Figure 1. Met1 routing.
(1 px per um)
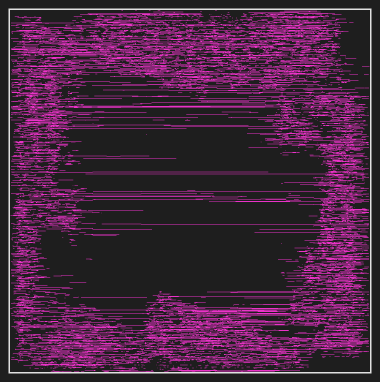
Figure 2. Placed cells, one colour a class.
(1 px per um)
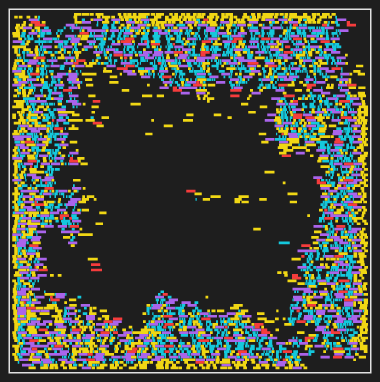
<file path="config.mk">
export PLATFORM = sky130hd
export DESIGN_NAME = aes_cbc_ctrl_flat
export DESIGN_NICKNAME = d
export VERILOG_FILES = /design/src/rtl/aes_pkg.sv /design/src/rtl/aes_cbc_ctrl_if.sv /design/src/rtl/aes_done_watchdog.sv /design/src/rtl/aes_cbc_ctrl.sv /design/src/flat_wrapper.sv
export SDC_FILE = /design/constraint.sdc
export NUM_CORES = 1
export LEC_CHECK = 0
export ABC_AREA = 1
export CAP_MARGIN = 20
export CORE_AREA = 2 2 358 360
export CTS_CLUSTER_DIAMETER = 50
export DETAILED_ROUTE_END_ITERATION = 8
export DIE_AREA = 0 0 360 362
export GPL_ROUTABILITY_DRIVEN = 0
export RECOVER_POWER = 50
export SETUP_SLACK_MARGIN = 0.5
export SYNTH_ARGS = -nofsm -noshare
export SYNTH_HDL_FRONTEND = slang
export SYNTH_SLANG_ARGS = --single-unit
</file>
<file path="constraint.sdc">
create_clock -name CLK -period 1.6 [get_ports CLK]
set_clock_uncertainty 0.15 [all_clocks]
set_input_delay 0.48 -clock CLK [delete_from_list [all_inputs] [get_ports CLK]]
set_output_delay 0.48 -clock CLK [all_outputs]
set_load 0.03 [all_outputs]
</file>
<file path="src/rtl/aes_pkg.sv">
// Shared types and constants for the AES-CBC chaining controller.
package aes_pkg;

    localparam int unsigned BLOCK_W            = 128;
    localparam int unsigned TIMEOUT_CYCLES_DEF = 63;

    typedef logic [BLOCK_W-1:0] block_t;

    typedef enum logic [2:0] {
        ST_IDLE   = 3'd0,
        ST_ISSUE  = 3'd1,
        ST_WAIT   = 3'd2,
        ST_OUTPUT = 3'd3,
        ST_ERROR  = 3'd4
    } state_e;

    // Result beat presented on the output handshake.
    typedef struct packed {
        logic   last;
        block_t data;
    } beat_t;

endpackage

</file>
<file path="src/rtl/aes_cbc_ctrl_if.sv">
// Block streams, key/IV controls and AES core request/response for aes_cbc_ctrl.
// CORE_ENCDEC uses the MODE_DEC polarity: 0 = encrypt, 1 = decrypt.
interface aes_cbc_ctrl_if;
    import aes_pkg::*;

    logic   MODE_DEC;
    block_t KEY;
    block_t IV;
    logic   IV_LOAD;

    logic   IN_VALID;
    logic   IN_READY;
    block_t IN_DATA;
    logic   IN_LAST;

    logic   OUT_VALID;
    logic   OUT_READY;
    block_t OUT_DATA;
    logic   OUT_LAST;

    logic   CORE_START;
    logic   CORE_ENCDEC;
    block_t CORE_KEY;
    block_t CORE_TEXTIN;
    logic   CORE_DONE;
    block_t CORE_TEXTOUT;

    logic   BUSY;
    logic   ERR_TIMEOUT;

    // Controller side.
    modport slave (
        input  MODE_DEC, KEY, IV, IV_LOAD,
        input  IN_VALID, IN_DATA, IN_LAST,
        output IN_READY,
        output OUT_VALID, OUT_DATA, OUT_LAST,
        input  OUT_READY,
        output CORE_START, CORE_ENCDEC, CORE_KEY, CORE_TEXTIN,
        input  CORE_DONE, CORE_TEXTOUT,
        output BUSY, ERR_TIMEOUT
    );

    // Environment side (block source, sink and AES core).
    modport master (
        output MODE_DEC, KEY, IV, IV_LOAD,
        output IN_VALID, IN_DATA, IN_LAST,
        input  IN_READY,
        input  OUT_VALID, OUT_DATA, OUT_LAST,
        output OUT_READY,
        input  CORE_START, CORE_ENCDEC, CORE_KEY, CORE_TEXTIN,
        output CORE_DONE, CORE_TEXTOUT,
        input  BUSY, ERR_TIMEOUT
    );

endinterface

</file>
<file path="src/rtl/aes_done_watchdog.sv">
// Counts cycles since CORE_START and flags when the core has not answered in time.
module aes_done_watchdog
    import aes_pkg::*;
#(
    parameter int unsigned TIMEOUT_CYCLES = TIMEOUT_CYCLES_DEF
) (
    input  logic CLK,
    input  logic nRST,
    input  logic start_i,
    input  logic clear_i,
    input  logic run_i,
    output logic expire_c
);

    localparam int unsigned CNT_W = $clog2(TIMEOUT_CYCLES + 1);

    logic [CNT_W-1:0] cnt_q, cnt_d;

    // cnt_q is the number of cycles elapsed since CORE_START, the start cycle counting as one.
    assign expire_c = run_i && !start_i && !clear_i
                      && (cnt_q == CNT_W'(TIMEOUT_CYCLES - 1));

    // Start reloads, a core answer parks the counter, waiting advances it.
    always_comb begin
        cnt_d = cnt_q;
        if (start_i) begin
            cnt_d = CNT_W'(1);
        end else if (clear_i) begin
            cnt_d = '0;
        end else if (run_i) begin
            cnt_d = cnt_q + CNT_W'(1);
        end
    end

    // Counter register.
    always_ff @(posedge CLK or negedge nRST) begin
        if (!nRST) begin
            cnt_q <= '0;
        end else begin
            cnt_q <= cnt_d;
        end
    end

endmodule

</file>
<file path="src/rtl/aes_cbc_ctrl.sv">
// CBC chaining controller around an external single-block AES core; one block in flight.
module aes_cbc_ctrl
    import aes_pkg::*;
#(
    parameter int unsigned TIMEOUT_CYCLES = TIMEOUT_CYCLES_DEF
) (
    input  logic          CLK,
    input  logic          nRST,
    aes_cbc_ctrl_if.slave bus
);

    state_e state_q, state_d;
    block_t chain_q, chain_d;
    block_t core_textin_q, core_textin_d;
    block_t core_key_q, core_key_d;
    logic   core_encdec_q, core_encdec_d;
    logic   core_start_q, core_start_d;
    logic   last_q, last_d;
    beat_t  out_q, out_d;
    logic   out_valid_q, out_valid_d;
    logic   in_ready_q, in_ready_d;
    logic   busy_q, busy_d;
    logic   err_timeout_q, err_timeout_d;
    logic   core_done_c;
    logic   wd_expire_c;

    assign core_done_c = bus.CORE_DONE && (state_q == ST_WAIT);

    aes_done_watchdog #(
        .TIMEOUT_CYCLES (TIMEOUT_CYCLES)
    ) u_watchdog (
        .CLK      (CLK),
        .nRST     (nRST),
        .start_i  (core_start_q),
        .clear_i  (core_done_c),
        .run_i    (state_q == ST_WAIT),
        .expire_c (wd_expire_c)
    );

    // Next state, datapath updates and registered output flags.
    always_comb begin
        state_d       = state_q;
        chain_d       = chain_q;
        core_textin_d = core_textin_q;
        core_key_d    = core_key_q;
        core_encdec_d = core_encdec_q;
        last_d        = last_q;
        out_d         = out_q;
        err_timeout_d = err_timeout_q;

        unique case (state_q)
            ST_IDLE: begin
                // IV load lands before a coincident block so that block chains from it.
                if (bus.IV_LOAD) begin
                    chain_d       = bus.IV;
                    err_timeout_d = 1'b0;
                end
                if (bus.IN_VALID) begin
                    state_d       = ST_ISSUE;
                    core_key_d    = bus.KEY;
                    core_encdec_d = bus.MODE_DEC;
                    last_d        = bus.IN_LAST;
                    core_textin_d = bus.MODE_DEC ? bus.IN_DATA : (bus.IN_DATA ^ chain_d);
                end
            end
            ST_ISSUE: begin
                state_d = ST_WAIT;
            end
            ST_WAIT: begin
                if (core_done_c) begin
                    state_d    = ST_OUTPUT;
                    out_d.last = last_q;
                    // Decrypt chains on the ciphertext, which is exactly what the core was fed.
                    if (core_encdec_q) begin
                        out_d.data = bus.CORE_TEXTOUT ^ chain_q;
                        chain_d    = core_textin_q;
                    end else begin
                        out_d.data = bus.CORE_TEXTOUT;
                        chain_d    = bus.CORE_TEXTOUT;
                    end
                end else if (wd_expire_c) begin
                    state_d       = ST_ERROR;
                    err_timeout_d = 1'b1;
                end
            end
            ST_OUTPUT: begin
                if (bus.OUT_READY) begin
                    state_d = ST_IDLE;
                end
            end
            ST_ERROR: begin
                if (bus.IV_LOAD) begin
                    state_d       = ST_IDLE;
                    chain_d       = bus.IV;
                    err_timeout_d = 1'b0;
                end
            end
            default: begin
                state_d = ST_IDLE;
            end
        endcase

        core_start_d = (state_d == ST_ISSUE);
        out_valid_d  = (state_d == ST_OUTPUT);
        in_ready_d   = (state_d == ST_IDLE);
        busy_d       = state_d inside {ST_ISSUE, ST_WAIT, ST_OUTPUT};
    end

    // FSM state register.
    always_ff @(posedge CLK or negedge nRST) begin
        if (!nRST) begin
            state_q <= ST_IDLE;
        end else begin
            state_q <= state_d;
        end
    end

    // Datapath and output registers.
    always_ff @(posedge CLK or negedge nRST) begin
        if (!nRST) begin
            chain_q       <= '0;
            core_textin_q <= '0;
            core_key_q    <= '0;
            core_encdec_q <= 1'b0;
            core_start_q  <= 1'b0;
            last_q        <= 1'b0;
            out_q         <= '0;
            out_valid_q   <= 1'b0;
            in_ready_q    <= 1'b1;
            busy_q        <= 1'b0;
            err_timeout_q <= 1'b0;
        end else begin
            chain_q       <= chain_d;
            core_textin_q <= core_textin_d;
            core_key_q    <= core_key_d;
            core_encdec_q <= core_encdec_d;
            core_start_q  <= core_start_d;
            last_q        <= last_d;
            out_q         <= out_d;
            out_valid_q   <= out_valid_d;
            in_ready_q    <= in_ready_d;
            busy_q        <= busy_d;
            err_timeout_q <= err_timeout_d;
        end
    end

    assign bus.IN_READY    = in_ready_q;
    assign bus.OUT_VALID   = out_valid_q;
    assign bus.OUT_DATA    = out_q.data;
    assign bus.OUT_LAST    = out_q.last;
    assign bus.CORE_START  = core_start_q;
    assign bus.CORE_ENCDEC = core_encdec_q;
    assign bus.CORE_KEY    = core_key_q;
    assign bus.CORE_TEXTIN = core_textin_q;
    assign bus.BUSY        = busy_q;
    assign bus.ERR_TIMEOUT = err_timeout_q;

endmodule

</file>
<file path="src/flat_wrapper.sv">
// flat-port wrapper written by rule: the top's interface ports become plain ports
module aes_cbc_ctrl_flat import aes_pkg::*;
#(
    parameter int unsigned TIMEOUT_CYCLES = TIMEOUT_CYCLES_DEF
)
  (CLK, nRST, bus_MODE_DEC, bus_KEY, bus_IV, bus_IV_LOAD, bus_IN_VALID, bus_IN_DATA, bus_IN_LAST, bus_IN_READY, bus_OUT_VALID, bus_OUT_DATA, bus_OUT_LAST, bus_OUT_READY, bus_CORE_START, bus_CORE_ENCDEC, bus_CORE_KEY, bus_CORE_TEXTIN, bus_CORE_DONE, bus_CORE_TEXTOUT, bus_BUSY, bus_ERR_TIMEOUT);
  aes_cbc_ctrl_if bus_i ();
  input  logic CLK;
  input  logic nRST;
  input wire logic [$bits(bus_i.MODE_DEC)-1:0] bus_MODE_DEC;
  input wire logic [$bits(bus_i.KEY)-1:0] bus_KEY;
  input wire logic [$bits(bus_i.IV)-1:0] bus_IV;
  input wire logic [$bits(bus_i.IV_LOAD)-1:0] bus_IV_LOAD;
  input wire logic [$bits(bus_i.IN_VALID)-1:0] bus_IN_VALID;
  input wire logic [$bits(bus_i.IN_DATA)-1:0] bus_IN_DATA;
  input wire logic [$bits(bus_i.IN_LAST)-1:0] bus_IN_LAST;
  output wire logic [$bits(bus_i.IN_READY)-1:0] bus_IN_READY;
  output wire logic [$bits(bus_i.OUT_VALID)-1:0] bus_OUT_VALID;
  output wire logic [$bits(bus_i.OUT_DATA)-1:0] bus_OUT_DATA;
  output wire logic [$bits(bus_i.OUT_LAST)-1:0] bus_OUT_LAST;
  input wire logic [$bits(bus_i.OUT_READY)-1:0] bus_OUT_READY;
  output wire logic [$bits(bus_i.CORE_START)-1:0] bus_CORE_START;
  output wire logic [$bits(bus_i.CORE_ENCDEC)-1:0] bus_CORE_ENCDEC;
  output wire logic [$bits(bus_i.CORE_KEY)-1:0] bus_CORE_KEY;
  output wire logic [$bits(bus_i.CORE_TEXTIN)-1:0] bus_CORE_TEXTIN;
  input wire logic [$bits(bus_i.CORE_DONE)-1:0] bus_CORE_DONE;
  input wire logic [$bits(bus_i.CORE_TEXTOUT)-1:0] bus_CORE_TEXTOUT;
  output wire logic [$bits(bus_i.BUSY)-1:0] bus_BUSY;
  output wire logic [$bits(bus_i.ERR_TIMEOUT)-1:0] bus_ERR_TIMEOUT;
  assign bus_i.MODE_DEC = bus_MODE_DEC;
  assign bus_i.KEY = bus_KEY;
  assign bus_i.IV = bus_IV;
  assign bus_i.IV_LOAD = bus_IV_LOAD;
  assign bus_i.IN_VALID = bus_IN_VALID;
  assign bus_i.IN_DATA = bus_IN_DATA;
  assign bus_i.IN_LAST = bus_IN_LAST;
  assign bus_IN_READY = bus_i.IN_READY;
  assign bus_OUT_VALID = bus_i.OUT_VALID;
  assign bus_OUT_DATA = bus_i.OUT_DATA;
  assign bus_OUT_LAST = bus_i.OUT_LAST;
  assign bus_i.OUT_READY = bus_OUT_READY;
  assign bus_CORE_START = bus_i.CORE_START;
  assign bus_CORE_ENCDEC = bus_i.CORE_ENCDEC;
  assign bus_CORE_KEY = bus_i.CORE_KEY;
  assign bus_CORE_TEXTIN = bus_i.CORE_TEXTIN;
  assign bus_i.CORE_DONE = bus_CORE_DONE;
  assign bus_i.CORE_TEXTOUT = bus_CORE_TEXTOUT;
  assign bus_BUSY = bus_i.BUSY;
  assign bus_ERR_TIMEOUT = bus_i.ERR_TIMEOUT;
  aes_cbc_ctrl #(.TIMEOUT_CYCLES(TIMEOUT_CYCLES)) u_core (.CLK(CLK), .nRST(nRST), .bus(bus_i));
endmodule
</file>
==> impl_metrics.py <==
# Auto-generated metrics
metrics = {
    "detailed_routing": {
        "wl_met3_um": 10610,
        "drc": 0,
        "first_pass_iters": 6,
    },
    "clocking": {
        "cts_tree": "yes",
        "cts-root-buf": "clkbuf_16",
        "htree_levels": 3,
    },
    "placement": {
        "pre_cts_ws_ns": -0.5809,
    },
    "status": {
        "violations": "negative setup slack",
        "status": "complete, but fails checks",
    },
    "critical_path": {
        "cp-startpoint": "u_core.bus.CORE_ENCDEC",
        "reg2reg_from": "u_core.state_q[2]",
        "path_class": "flop to output port",
        "path_buffers": 3,
        "reg2reg_depth": 10,
    },
    "power_and_ir_drop": {
        "p_seq_mw": 25.7,
        "p_int_mw": 61.16,
        "power_frac_seq_pct": 23.9,
        "power_switching_mw": 46.40,
    },
    "synthesis": {
        "synthXorXnorAreaFrac_pct": 4.808,
        "most_common_cell": "nand2_1",
        "synthTopCellsByArea": "dfrtp_1 47%, nand2_1 20%, nand3_1 5.8%",
        "fp_nets": 4056,
        "ys_sh_mux_pct": 3.771,
        "common_cells": "1,455 x nand2_1, 528 x dfrtp_1, 321 x nand3_1",
        "synthesis.area_mm2": 0.02787,
        "postSynthAreaPerCell_um2": 7.887,
        "ys_top_logic_family": "simple AND/OR/NAND/NOR gates",
        "synth_seq_share_pct": 47.50,
    },
    "min_path": {
        "min_from": "bus_KEY[30]",
    },
    "timing": {
        "period_used_pct": 135.0,
        "timing.fmax_mhz": 463.0,
        "layout_setup_ws_ns": -0.5597,
        "setup_viol": 1044,
    },
    "finish": {
        "flops": 529,
        "layout_top_cells": "1,329 x nand2_1, 516 x clkdlybuf4s50_1, 505 x dfrtp_1, 406 x buf_4, 345 x buf_6",
    },
    "grt": {
        "grt_pass1_vias": 29890,
    },
}
-- Figure 1 (at the start) --
The layer carries 57.9 mm of wire. The longest straight run is 248 um.

-- Figure 2 (at the start) --
registers: in purple, cells 529, share of their area 28%. remaining buffers and delay cells: in yellow, cells 1,507, share of their area 36%. clock drivers and dummy loads: in red, cells 155, share of their area 6.2%. remaining logic cells: in cyan, cells 2,772, share of their area 30%.

